===== src/rtl/dm_port_arbiter_if.sv =====
// Request/response and RAM-side bundle for the data-memory port arbiter.
// The arbiter takes the slave view; requesters and the RAM model take the master view.
interface dm_port_arbiter_if;
  // Requester 0: pipeline load/store
  logic        r0_req;
  logic        r0_we;
  logic [3:0]  r0_be;
  logic [31:0] r0_addr;
  logic [31:0] r0_wdata;
  logic        r0_gnt;
  logic        r0_stall;
  logic        r0_rvalid;
  logic [31:0] r0_rdata;
  logic        r0_err;

  // Requester 1: DMA / debug master
  logic        r1_req;
  logic        r1_we;
  logic [3:0]  r1_be;
  logic [31:0] r1_addr;
  logic [31:0] r1_wdata;
  logic        r1_gnt;
  logic        r1_rvalid;
  logic [31:0] r1_rdata;
  logic        r1_err;

  // Single-port RAM, one-cycle read latency
  logic        mem_en;
  logic [3:0]  mem_we;
  logic [11:0] mem_addr;
  logic [31:0] mem_din;
  logic [31:0] mem_dout;

  modport slave (
    input  r0_req, r0_we, r0_be, r0_addr, r0_wdata,
    output r0_gnt, r0_stall, r0_rvalid, r0_rdata, r0_err,
    input  r1_req, r1_we, r1_be, r1_addr, r1_wdata,
    output r1_gnt, r1_rvalid, r1_rdata, r1_err,
    output mem_en, mem_we, mem_addr, mem_din,
    input  mem_dout
  );

  modport master (
    output r0_req, r0_we, r0_be, r0_addr, r0_wdata,
    input  r0_gnt, r0_stall, r0_rvalid, r0_rdata, r0_err,
    output r1_req, r1_we, r1_be, r1_addr, r1_wdata,
    input  r1_gnt, r1_rvalid, r1_rdata, r1_err,
    input  mem_en, mem_we, mem_addr, mem_din,
    output mem_dout
  );
endinterface


===== src/rtl/dm_port_arbiter.sv =====
// Two-requester arbiter for the single-port data-memory RAM: combinational grant,
// starvation-bounded priority for the DMA port, range checking and read-return routing.
module dm_port_arbiter #(
  parameter logic [31:0] DM_LIMIT   = 32'h0000_3000,
  parameter int unsigned STARVE_MAX = 4
) (
  input logic              clk,
  input logic              rst,
  dm_port_arbiter_if.slave bus
);

  localparam logic [3:0]  STARVE_MAX_C = 4'(STARVE_MAX);
  localparam logic [15:0] LIMIT_LO     = DM_LIMIT[15:0];

  typedef enum logic [1:0] {
    RD_IDLE = 2'b00,
    RD_OWN0 = 2'b01,
    RD_OWN1 = 2'b10
  } rd_state_e;

  rd_state_e   rd_state_q, rd_state_d;
  logic        rd_oor_q, rd_oor_d;
  logic [3:0]  starve_cnt_q, starve_cnt_d;

  logic        r0_win_s;
  logic        r1_win_s;
  logic        grant_s;
  logic        win_we_s;
  logic [3:0]  win_be_s;
  logic [31:0] win_addr_s;
  logic [31:0] win_wdata_s;
  logic        oor_s;
  logic        wr_err_s;
  logic [31:0] rd_data_s;
  logic        unused_addr_s;

  // Grant selection: DMA wins when the pipeline is idle or once it has waited STARVE_MAX cycles
  always_comb begin
    r0_win_s = 1'b0;
    r1_win_s = 1'b0;
    if (rst) begin
      r0_win_s = 1'b0;
      r1_win_s = 1'b0;
    end else if (bus.r1_req && (!bus.r0_req || (starve_cnt_q == STARVE_MAX_C))) begin
      r1_win_s = 1'b1;
    end else if (bus.r0_req) begin
      r0_win_s = 1'b1;
    end else begin
      r0_win_s = 1'b0;
      r1_win_s = 1'b0;
    end
  end

  // Winner request mux; requester 0 fields are passed through when nobody is granted
  always_comb begin
    win_we_s    = bus.r0_we;
    win_be_s    = bus.r0_be;
    win_addr_s  = bus.r0_addr;
    win_wdata_s = bus.r0_wdata;
    if (r1_win_s) begin
      win_we_s    = bus.r1_we;
      win_be_s    = bus.r1_be;
      win_addr_s  = bus.r1_addr;
      win_wdata_s = bus.r1_wdata;
    end else begin
      win_we_s    = bus.r0_we;
      win_be_s    = bus.r0_be;
      win_addr_s  = bus.r0_addr;
      win_wdata_s = bus.r0_wdata;
    end
  end

  assign grant_s       = r0_win_s | r1_win_s;
  assign oor_s         = (win_addr_s[15:0] >= LIMIT_LO);
  assign wr_err_s      = grant_s & win_we_s & oor_s;
  assign unused_addr_s = ^{win_addr_s[31:16], win_addr_s[1:0]};

  // RAM drive: out-of-range accesses are granted but never reach the array
  always_comb begin
    bus.mem_en   = 1'b0;
    bus.mem_we   = 4'b0000;
    bus.mem_addr = win_addr_s[13:2];
    bus.mem_din  = win_wdata_s;
    if (grant_s && !oor_s) begin
      bus.mem_en = 1'b1;
      if (win_we_s) begin
        bus.mem_we = win_be_s;
      end else begin
        bus.mem_we = 4'b0000;
      end
    end else begin
      bus.mem_en = 1'b0;
      bus.mem_we = 4'b0000;
    end
  end

  // Starvation counter: counts denied DMA cycles, saturates, clears on grant or idle
  always_comb begin
    starve_cnt_d = starve_cnt_q;
    if (rst) begin
      starve_cnt_d = 4'd0;
    end else if (bus.r1_req && !r1_win_s) begin
      if (starve_cnt_q >= STARVE_MAX_C) begin
        starve_cnt_d = STARVE_MAX_C;
      end else begin
        starve_cnt_d = starve_cnt_q + 4'd1;
      end
    end else begin
      starve_cnt_d = 4'd0;
    end
  end

  // Read-return tracker: remembers who owns the data arriving next cycle
  always_comb begin
    rd_state_d = RD_IDLE;
    rd_oor_d   = 1'b0;
    if (rst) begin
      rd_state_d = RD_IDLE;
      rd_oor_d   = 1'b0;
    end else if (grant_s && !win_we_s) begin
      if (r1_win_s) begin
        rd_state_d = RD_OWN1;
      end else begin
        rd_state_d = RD_OWN0;
      end
      rd_oor_d = oor_s;
    end else begin
      rd_state_d = RD_IDLE;
      rd_oor_d   = 1'b0;
    end
  end

  // State registers
  always_ff @(posedge clk) begin
    if (rst) begin
      rd_state_q   <= RD_IDLE;
      rd_oor_q     <= 1'b0;
      starve_cnt_q <= 4'd0;
    end else begin
      rd_state_q   <= rd_state_d;
      rd_oor_q     <= rd_oor_d;
      starve_cnt_q <= starve_cnt_d;
    end
  end

  assign rd_data_s = rd_oor_q ? 32'h0000_0000 : bus.mem_dout;

  // Response routing; a read in flight when reset rises is dropped without rvalid
  always_comb begin
    bus.r0_rvalid = 1'b0;
    bus.r1_rvalid = 1'b0;
    bus.r0_rdata  = 32'h0000_0000;
    bus.r1_rdata  = 32'h0000_0000;
    bus.r0_err    = r0_win_s & wr_err_s;
    bus.r1_err    = r1_win_s & wr_err_s;
    if (rst) begin
      bus.r0_rvalid = 1'b0;
      bus.r1_rvalid = 1'b0;
    end else begin
      case (rd_state_q)
        RD_OWN0: begin
          bus.r0_rvalid = 1'b1;
          bus.r0_rdata  = rd_data_s;
          bus.r0_err    = rd_oor_q | (r0_win_s & wr_err_s);
        end
        RD_OWN1: begin
          bus.r1_rvalid = 1'b1;
          bus.r1_rdata  = rd_data_s;
          bus.r1_err    = rd_oor_q | (r1_win_s & wr_err_s);
        end
        default: begin
          bus.r0_rvalid = 1'b0;
          bus.r1_rvalid = 1'b0;
        end
      endcase
    end
  end

  assign bus.r0_gnt   = r0_win_s;
  assign bus.r1_gnt   = r1_win_s;
  assign bus.r0_stall = bus.r0_req & ~r0_win_s;

endmodule


===== src/flat_wrapper.sv =====
// flat-port wrapper written by rule: the top's interface ports become plain ports
module dm_port_arbiter_flat 
#(
  parameter logic [31:0] DM_LIMIT   = 32'h0000_3000,
  parameter int unsigned STARVE_MAX = 4
)
  (clk, rst, bus_r0_req, bus_r0_we, bus_r0_be, bus_r0_addr, bus_r0_wdata, bus_r0_gnt, bus_r0_stall, bus_r0_rvalid, bus_r0_rdata, bus_r0_err, bus_r1_req, bus_r1_we, bus_r1_be, bus_r1_addr, bus_r1_wdata, bus_r1_gnt, bus_r1_rvalid, bus_r1_rdata, bus_r1_err, bus_mem_en, bus_mem_we, bus_mem_addr, bus_mem_din, bus_mem_dout);
  dm_port_arbiter_if bus_i ();
  input logic clk;
  input logic rst;
  input wire logic [$bits(bus_i.r0_req)-1:0] bus_r0_req;
  input wire logic [$bits(bus_i.r0_we)-1:0] bus_r0_we;
  input wire logic [$bits(bus_i.r0_be)-1:0] bus_r0_be;
  input wire logic [$bits(bus_i.r0_addr)-1:0] bus_r0_addr;
  input wire logic [$bits(bus_i.r0_wdata)-1:0] bus_r0_wdata;
  output wire logic [$bits(bus_i.r0_gnt)-1:0] bus_r0_gnt;
  output wire logic [$bits(bus_i.r0_stall)-1:0] bus_r0_stall;
  output wire logic [$bits(bus_i.r0_rvalid)-1:0] bus_r0_rvalid;
  output wire logic [$bits(bus_i.r0_rdata)-1:0] bus_r0_rdata;
  output wire logic [$bits(bus_i.r0_err)-1:0] bus_r0_err;
  input wire logic [$bits(bus_i.r1_req)-1:0] bus_r1_req;
  input wire logic [$bits(bus_i.r1_we)-1:0] bus_r1_we;
  input wire logic [$bits(bus_i.r1_be)-1:0] bus_r1_be;
  input wire logic [$bits(bus_i.r1_addr)-1:0] bus_r1_addr;
  input wire logic [$bits(bus_i.r1_wdata)-1:0] bus_r1_wdata;
  output wire logic [$bits(bus_i.r1_gnt)-1:0] bus_r1_gnt;
  output wire logic [$bits(bus_i.r1_rvalid)-1:0] bus_r1_rvalid;
  output wire logic [$bits(bus_i.r1_rdata)-1:0] bus_r1_rdata;
  output wire logic [$bits(bus_i.r1_err)-1:0] bus_r1_err;
  output wire logic [$bits(bus_i.mem_en)-1:0] bus_mem_en;
  output wire logic [$bits(bus_i.mem_we)-1:0] bus_mem_we;
  output wire logic [$bits(bus_i.mem_addr)-1:0] bus_mem_addr;
  output wire logic [$bits(bus_i.mem_din)-1:0] bus_mem_din;
  input wire logic [$bits(bus_i.mem_dout)-1:0] bus_mem_dout;
  assign bus_i.r0_req = bus_r0_req;
  assign bus_i.r0_we = bus_r0_we;
  assign bus_i.r0_be = bus_r0_be;
  assign bus_i.r0_addr = bus_r0_addr;
  assign bus_i.r0_wdata = bus_r0_wdata;
  assign bus_r0_gnt = bus_i.r0_gnt;
  assign bus_r0_stall = bus_i.r0_stall;
  assign bus_r0_rvalid = bus_i.r0_rvalid;
  assign bus_r0_rdata = bus_i.r0_rdata;
  assign bus_r0_err = bus_i.r0_err;
  assign bus_i.r1_req = bus_r1_req;
  assign bus_i.r1_we = bus_r1_we;
  assign bus_i.r1_be = bus_r1_be;
  assign bus_i.r1_addr = bus_r1_addr;
  assign bus_i.r1_wdata = bus_r1_wdata;
  assign bus_r1_gnt = bus_i.r1_gnt;
  assign bus_r1_rvalid = bus_i.r1_rvalid;
  assign bus_r1_rdata = bus_i.r1_rdata;
  assign bus_r1_err = bus_i.r1_err;
  assign bus_mem_en = bus_i.mem_en;
  assign bus_mem_we = bus_i.mem_we;
  assign bus_mem_addr = bus_i.mem_addr;
  assign bus_mem_din = bus_i.mem_din;
  assign bus_i.mem_dout = bus_mem_dout;
  dm_port_arbiter #(.DM_LIMIT(DM_LIMIT), .STARVE_MAX(STARVE_MAX)) u_core (.clk(clk), .rst(rst), .bus(bus_i));
endmodule

===== config.mk =====
export PLATFORM = sky130hd
export DESIGN_NAME = dm_port_arbiter_flat
export DESIGN_NICKNAME = d
export VERILOG_FILES = /design/src/rtl/dm_port_arbiter_if.sv /design/src/rtl/dm_port_arbiter.sv /design/src/flat_wrapper.sv
export SDC_FILE = /design/constraint.sdc
export NUM_CORES = 1
export LEC_CHECK = 0
export CAP_MARGIN = 10
export CORE_AREA = 3 3 115 117
export DETAILED_ROUTE_END_ITERATION = 8
export DIE_AREA = 0 0 118 120
export GPL_TIMING_DRIVEN = 0
export SLEW_MARGIN = 20
export SYNTH_ARGS = -nofsm -noshare
export SYNTH_HDL_FRONTEND = slang
export SYNTH_SLANG_ARGS = --single-unit

===== constraint.sdc =====
create_clock -name clk -period 2 [get_ports clk]
set_input_delay 0.4 -clock clk [delete_from_list [all_inputs] [get_ports clk]]
set_output_delay 0.4 -clock clk [all_outputs]
set_load 0.005 [all_outputs]

==> flow_summary.toml <==
# synthesis and place-and-route metrics
[place]
dp_hpwl_um = 8300
place_congestion = 0.829
dp.cells = 732
port-buffer-count = 257

[final_timing]
finalHoldViolCount = 0
setup-tns-final_ns = -10.95
slew_viol_final = 0
period_needed_ns = 2.28
fmax_mhz = 438
grt_setup_unrepaired = "yes"
finalClockSkew_ns = 0.000380
setup_slack_ns = -0.281
setup_viol_count_final = 53

[detailed_routing]
vias_per_cell = 4.09
drt-pass1-iter-count = 6
drt_iter0_markers = 82
antenna_left = 0

[synthesis]
ys_cells = 303
synth_top_flop_cell = "dfxtp_1"
ys_ff = 7
area_leaders = "nand2_1 32%, nor2_1 18%, nand2b_1 13%"
top_area_cell = "nand2_1"
synth_area_um2 = 1510
ys_async_sr_fraction = 0
mux_share = 0.0224
yosysChipArea_um2 = 1510
synth.avg_cell_area_um2 = 4.98
adder_share = 0.0166
ys_seq_frac = 0.0928
synthAoiAreaFrac = 0.0605

[cells_and_area]
fin_area_um2 = 5110
postLayoutCoreUtil = 0.410
final_nets = 793
area_growth_pct = 238
drive_above_1_share = 0.406

[global_routing]
grt_max_degree = 11
grtUsageTotal = 0.145
overflow = 0
grt_pass1_wl_um = 16900
grt_pass1_vias = 3345
antenna_found_initial = 0

[clock_network]
numClockSinks = 7
cts_buffer_depth = 2
cts_tree = "done"
cts-htree-levels = 1
cts-buffers-inserted = 3
cts-root-buf = "clkbuf_16"

[worst_setup_path]
cp.required_ns = 1.60
worst-setup-path-type = "flop to primary output"
r2r_start = "u_core.starve_cnt_q[0]"
timing.critical_path.buf_inv = 5
worstPathArrival_ns = 1.88
r2r_cells = 10
critPathMaxStageDelay_ns = 0.32
end_kind = "primary output"
slowest_stage = "dfxtp_2"
crit_path_max_fanout = 6
worstReg2RegEnd = "u_core.rd_oor_q"
r2r_slack_ns = 0.11
cp_cell_sequence = "inv_2 -> ha_4 -> and3b_2 -> o21ai_2 -> buf_6 -> clkinv_8 -> buf_6 -> mux2_4 -> buf_6"

[floorplan]
num_rows = 41
die-width_um = 118
die_area_um2 = 14200
dieHeight_um = 120
io_pins = 294
fp_util = 0.121

[power_and_ir_drop]
ir_drop_v = 0.000271
p_leak_nw = 2.74
p_per_area_nw_per_um2 = 253

[status]
violations = "setup timing"
outcome = "finished with violations"

[hold_path]
timing.hold.worst_path_depth = 2
holdPathEnd = "u_core.rd_oor_q"
hold_path.class = "primary input to flop"
[layout make-up]
type | instances | area, um2
Buffer | 17 | 211
Inverter | 8 | 42.5
Multi-Input combinational cell | 268 | 1560
Tap cell | 172 | 215
Clock buffer | 4 | 78.8
Sequential cell | 7 | 148
Fill cell | 1315 | 7360
Timing Repair Buffer | 312 | 2860
[flip-flops by register name, summed over array words and instances (netlist names)]
name / flops
u_core.rd_oor_q: 1
u_core.rd_state_q: 2
u_core.starve_cnt_q: 4
[synthesized netlist by cell type, drive strengths merged (3+ instances only)]
cell type,n
mux2,3
nand2b,32
dfxtp,7
a21oi,5
nor2,71
clkbuf,8
inv,8
nand2,130
nand3,8
buf,12
[cell usage in the layout (no fill, tap or decap), types with 2 or more instances in the layout]
cell type / n
clkdlybuf4s50_1: 140
nand2_1: 80
nor2_1: 53
buf_2: 49
nand2_2: 41
buf_6: 39
nand2b_1: 30
buf_4: 27
dlygate4sd2_1: 24
dlymetal6s2s_1: 14
clkbuf_2: 14
nor2_2: 12
nand2_4: 9
buf_8: 7
nor2_4: 6
inv_1: 4
buf_12: 4
nand3_1: 4
nand3_2: 4
a21oi_2: 4
clkdlybuf4s15_2: 4
clkbuf_8: 3
inv_2: 3
clkbuf_16: 3
dfxtp_1: 3
dfxtp_2: 3
nand2b_4: 2
clkbuf_4: 2
a211o_1: 2
mux2_4: 2
[worst max path at each step]
stage | start | end | slack (ns) | depth (start not counted)
global route | u_core.starve_cnt_q[1] | bus_mem_we[2] | -0.36 | 10
detailed placement | rst | bus_r1_rdata[1] | -0.87 | 6
global placement | rst | bus_r1_rdata[1] | -0.87 | 6
floorplan | u_core.starve_cnt_q[0] | bus_r1_err | 0.20 | 7
finish | u_core.starve_cnt_q[0] | bus_mem_addr[10] | -0.28 | 9
CTS | u_core.starve_cnt_q[0] | bus_r1_err | -0.32 | 10
[through the flow]
| step | total power [mW] | hold WS [ns] | setup slack, ns |
|---|---|---|---|
| 2_1_floorplan | 0.345 | 0.427 | 0.203 |
| 3_3_place_gp | 0.841 | 0.436 | -0.873 |
| 3_5_place_dp | 0.848 | 0.461 | -0.873 |
| 4_1_cts | 1.27 | 0.355 | -0.324 |
| 5_1_grt | 1.36 | 0.367 | -0.359 |
| 6_report | 1.29 | 0.366 | -0.281 |
[worst register-to-register path: stages, from the launching register on]
cell and delay (ns):
dfxtp_2 0.32, inv_2 0.05, ha_4 0.15, and3b_2 0.22, buf_4 0.14, buf_6 0.10
o21a_1 0.20, buf_4 0.14, buf_4 0.12, mux2_2 0.27, nor3_2 0.09
[report_power, final]
| group | switching, mW | internal, mW |
|---|---|---|
| Sequential | 0.00682 | 0.145 |
| Clock | 0.0758 | 0.265 |
| Combinational | 0.298 | 0.503 |
[timing repair]
action	4_1_cts	5_1_grt
hold buffers	0	0
endpoints found under the setup margin	120	96
cloned	9	0
setup buffers	45	6
pin swaps	63	34
resized	437	104
[metal layers]
metal	GRT usage	wire [um]	up-vias
li1	-	-	1555
met1	0.156	4310	1469
met2	0.290	6000	178
met3	0.0287	788	24
met4	0.0322	235	0
met5	0	0	-
==> images/met3.png <==
Bar = 20 um. Cells faint in the background.
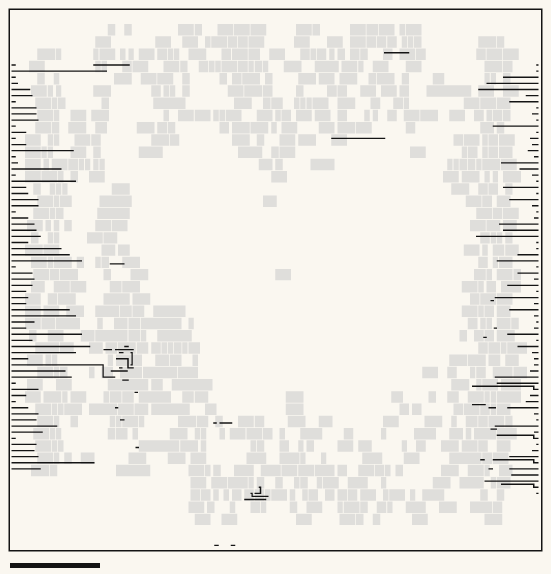
nets with wire on the layer = 158
longest straight run = 20.9 um
vias: 3226
grt met3 use: 0.0287
Detailed Route WL: 11300 um

==> images/final_clocks.png <==
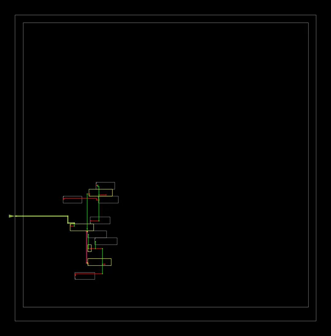
Worst-Skew Late Latency: 0.23 ns
clock buffers: 4

==> images/met2.png <==
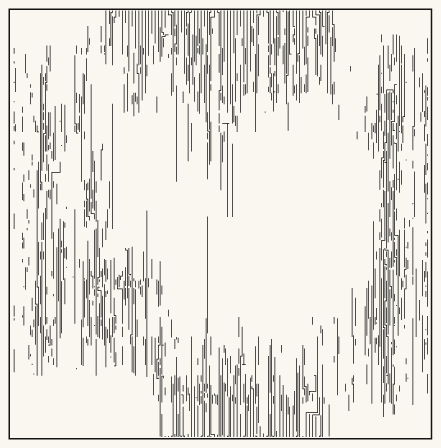
main direction = vertical
share of all routed wire = 53%
wire length on this layer = 6000 um
longest straight run = 46.6 um
met2 usage: 0.290

Power figures rest on the tool's default switching activity, not on a simulated workload.
